## src/rtl/demux_1_pkg.sv

```systemverilog
// Shared types and constants for the registered 1-to-4 demultiplexer.
package demux_1_pkg;

    localparam int DEMUX_WIDTH_DEFAULT = 1;

    typedef logic [1:0] sel_t;

    localparam sel_t SEL_D0 = 2'b00;
    localparam sel_t SEL_D1 = 2'b01;
    localparam sel_t SEL_D2 = 2'b10;
    localparam sel_t SEL_D3 = 2'b11;

endpackage

```

## src/rtl/demux_1_dec.sv

```systemverilog
// Purely combinational 2-to-4 one-hot select decoder.
module demux_1_dec
    import demux_1_pkg::*;
(
    input  sel_t       sel,
    output logic [3:0] onehot
);

    always_comb begin
        onehot = 4'b0000;
        case (sel)
            SEL_D0:  onehot = 4'b0001;
            SEL_D1:  onehot = 4'b0010;
            SEL_D2:  onehot = 4'b0100;
            SEL_D3:  onehot = 4'b1000;
            default: onehot = 4'b0000;
        endcase
    end

endmodule

```

## src/rtl/demux_1.sv

```systemverilog
// Registered 1-to-4 demultiplexer: routes d to one of d0..d3 each edge,
// zeroing the others, and flags select changes with a one-cycle pulse.
module demux_1
    import demux_1_pkg::*;
#(
    parameter int WIDTH = DEMUX_WIDTH_DEFAULT
) (
    input  logic             clk,
    input  logic             rst_n,
    input  logic [WIDTH-1:0] d,
    input  logic             s1,
    input  logic             s0,
    output logic [WIDTH-1:0] d0,
    output logic [WIDTH-1:0] d1,
    output logic [WIDTH-1:0] d2,
    output logic [WIDTH-1:0] d3,
    output logic [1:0]       sel_q,
    output logic             sel_chg
);

    sel_t             sel_next;
    logic [3:0]       onehot;
    logic [WIDTH-1:0] out_next [4];
    logic [WIDTH-1:0] out_reg  [4];
    sel_t             sel_q_reg;
    logic             sel_chg_next;
    logic             sel_chg_reg;

    assign sel_next = {s1, s0};

    demux_1_dec u_dec (
        .sel    (sel_next),
        .onehot (onehot)
    );

    // Unselected lanes load zero so only one output is ever non-zero.
    generate
        for (genvar gi = 0; gi < 4; gi++) begin : g_lane
            assign out_next[gi] = onehot[gi] ? d : '0;

            always_ff @(posedge clk or negedge rst_n) begin
                if (!rst_n) begin
                    out_reg[gi] <= '0;
                end else begin
                    out_reg[gi] <= out_next[gi];
                end
            end
        end
    endgenerate

    // Change is judged against the held select, which resets to 00.
    assign sel_chg_next = (sel_next != sel_q_reg);

    always_ff @(posedge clk or negedge rst_n) begin
        if (!rst_n) begin
            sel_q_reg   <= SEL_D0;
            sel_chg_reg <= 1'b0;
        end else begin
            sel_q_reg   <= sel_next;
            sel_chg_reg <= sel_chg_next;
        end
    end

    assign d0      = out_reg[0];
    assign d1      = out_reg[1];
    assign d2      = out_reg[2];
    assign d3      = out_reg[3];
    assign sel_q   = sel_q_reg;
    assign sel_chg = sel_chg_reg;

endmodule

```

## config.mk

```make
export PLATFORM = sky130hd
export DESIGN_NAME = demux_1
export DESIGN_NICKNAME = d
export VERILOG_FILES = /design/src/rtl/demux_1_pkg.sv /design/src/rtl/demux_1_dec.sv /design/src/rtl/demux_1.sv
export SDC_FILE = /design/constraint.sdc
export NUM_CORES = 1
export LEC_CHECK = 0
export ABC_AREA = 1
export ABC_CLOCK_PERIOD_IN_PS = 800
export CORE_AREA = 3 3 40 42
export DETAILED_ROUTE_END_ITERATION = 8
export DIE_AREA = 0 0 43 45
export PLACE_DENSITY_LB_ADDON = 0.25
export SYNTH_ARGS = -nofsm -noshare
export SYNTH_HDL_FRONTEND = slang
export SYNTH_SLANG_ARGS = --single-unit
export TNS_END_PERCENT = 50
```

## constraint.sdc

```tcl
create_clock -name clk -period 0.8 [get_ports clk]
set_input_delay 0.24 -clock clk [delete_from_list [all_inputs] [get_ports clk]]
set_output_delay 0.24 -clock clk [all_outputs]
set_load 0.01 [all_outputs]
```

**Run 1: routing congestion**

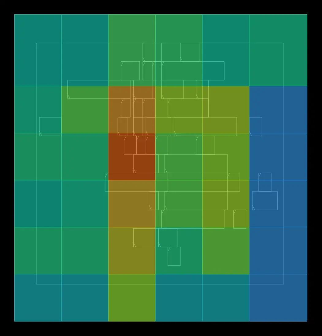
global-route layer with the greatest usage: met2
met3 layer usage reported by global route: 3.19%
GR met2 Demand/Resource: 9.58%

**Run 1: wire density map**

Scale bar: 10 µm. 9 x 9 tiles, from black (low) to pale yellow (high), scaled to the fullest tile. Values are wire area over tile area, all layers added.
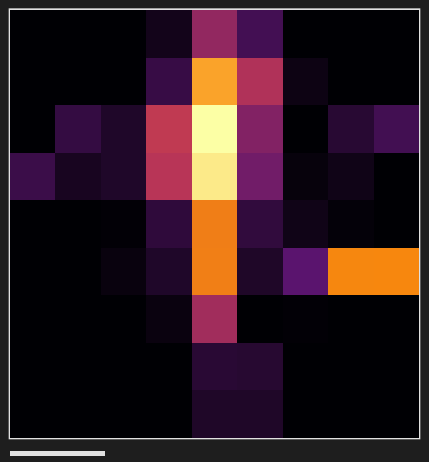
9.9% of the tiles are over half the peak. 53% of the tiles are nearly empty. The fullest tile reaches 0.32. The mean over all tiles is 0.044.
combined global-route utilization of all metal layers: 6.39%
Via Count: 200

**Run 1: routed metal, one colour a layer**

Scale bar: 10 µm. Only two layers are drawn.
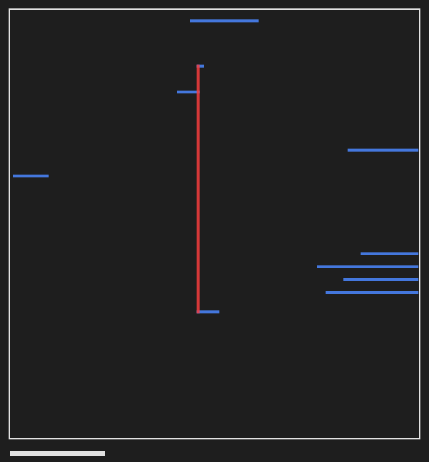
Key: M4 = red [wire length 25.8 µm]; M3 = blue [wire length 55.0 µm]

==> run notes <==
Physical implementation status

The run finished, with violations left. The final reports fail on negative setup slack. Per the synthesis report, the XOR/XNOR share of the synthesized area is 3.66%.

For this run, the post-layout net count is ~44. The register bit total from synthesis stands at 7. In the final run the clock tree shows a worst skew of between 0.00005 and 0.00006 ns. The final timing report gives a worst setup slack of -0.209 ns. For the pin with the worst max-slew slack, the measured transition is 0.318 ns. The number of endpoints failing setup at the final stage stands at 8. VDD sags by at most 0.000697 V. The global route total overflow stands at 0. The peak clock frequency supported by timing stands at 991 MHz.

The number of CTS-inserted buffers stands at 3. For reference, the final report shows the max-slew violation count at 0. The cell area after placement stands at 375 µm². TritonCTS built the clock tree. The number of antenna repair diodes stands at 0. The final timing summary puts the cycle share of the worst path at 126%. The cell count after synthesis stands at 20.

The HPWL after detailed placement stands at approximately 380 µm. Per STA, the worst path accumulates the most delay in the family flip-flops. For the worst setup path, the data required time is 0.56 ns. STA classifies the critical path startpoint as a flip-flop.
[run 1: worst paths after layout]
| check | slack (ns) | end | cells past startpoint |
|---|---|---|---|
| min in group clk | 0.34 | sel_q[0] | 1 |
| min reg2reg | 0.64 | sel_chg | 4 |
| max | -0.21 | sel_q[1] | 1 |
| max reg2reg | -0.13 | sel_chg | 4 |
| max in group asynchronous | 0.32 | d1 | 1 |
| min | 0.24 | sel_chg | 1 |
[run 1: power breakdown]
group | internal (W) | switching [W] | leakage, nW
sequential | 0.000371 | 0.00000465 | 0.0872
clock | 0.000190 | 0.000132 | 0.0150
combinational | 0.0000483 | 0.0000505 | 0.108
total | 0.000610 | 0.000187 | 0.210
[run 1: cells by family after synthesis]
kind of cell	after synthesis
xor gates and xnor gates	1
buffers and inverters	4
and+or+nand+nor	8
DFF	7
[run 1: layer usage]
layer  part of all wire [%]  track usage (%)
met1                     35             5.94
met5                      0                0
met2                     49             9.58
met4                    5.1             7.23
met3                     11             3.19
[run 1: cells in the mapped netlist]
library cell | n | area, µm²
sky130_fd_sc_hd__xnor2_1 | 1 | 8.76
sky130_fd_sc_hd__inv_1 | 2 | 7.51
sky130_fd_sc_hd__dfrtp_1 | 7 | 175
sky130_fd_sc_hd__inv_2 | 2 | 7.51
sky130_fd_sc_hd__nand2_1 | 4 | 15.0
sky130_fd_sc_hd__nor3_2 | 1 | 10.0
sky130_fd_sc_hd__nor3_1 | 3 | 15.0
[run 1: repair_timing]
| item | 4_1_cts | 5_1_grt |
|---|---|---|
| hold buffers | 0 | 0 |
| resized | 31 | 1 |
| pin swaps | 0 | 1 |
| setup buffers | 1 | 1 |
| setup endpoints to repair | 12 | 9 |
[run 1: cell usage in the layout, fill, tap and decap left out, drive strengths merged]
master / synthesis / routed
xnor2: 1 / 1
nor3: 4 / 4
clkdlybuf4s50: 0 / 2
buf: 0 / 10
dfrtp: 7 / 7
inv: 4 / 4
nand2: 4 / 4
dlygate4sd2: 0 / 2
clkbuf: 0 / 4
[run 1: area by class of cell]
type	instances	area (µm²)	share of cell area (%)
clock buffers	4	26.3	6.71
inverters	4	15.0	3.83
multi-input cells	9	61.3	15.7
flip-flops and latches	7	175	44.7
well taps	15	18.8	4.79
repair buffers	14	95.1	24.3
[run 1: per-stage QoR]
step	std cells	power, W	util (%)
after CTS	52	0.000805	29.5
after floorplan	20	0.000416	-
after global placement	47	0.000488	29.2
after detailed placement	47	0.000489	29.2
after global routing	53	0.000852	30.5
final	53	0.000797	30.5
No activity file was given, so power comes from the tool's default toggle rates.
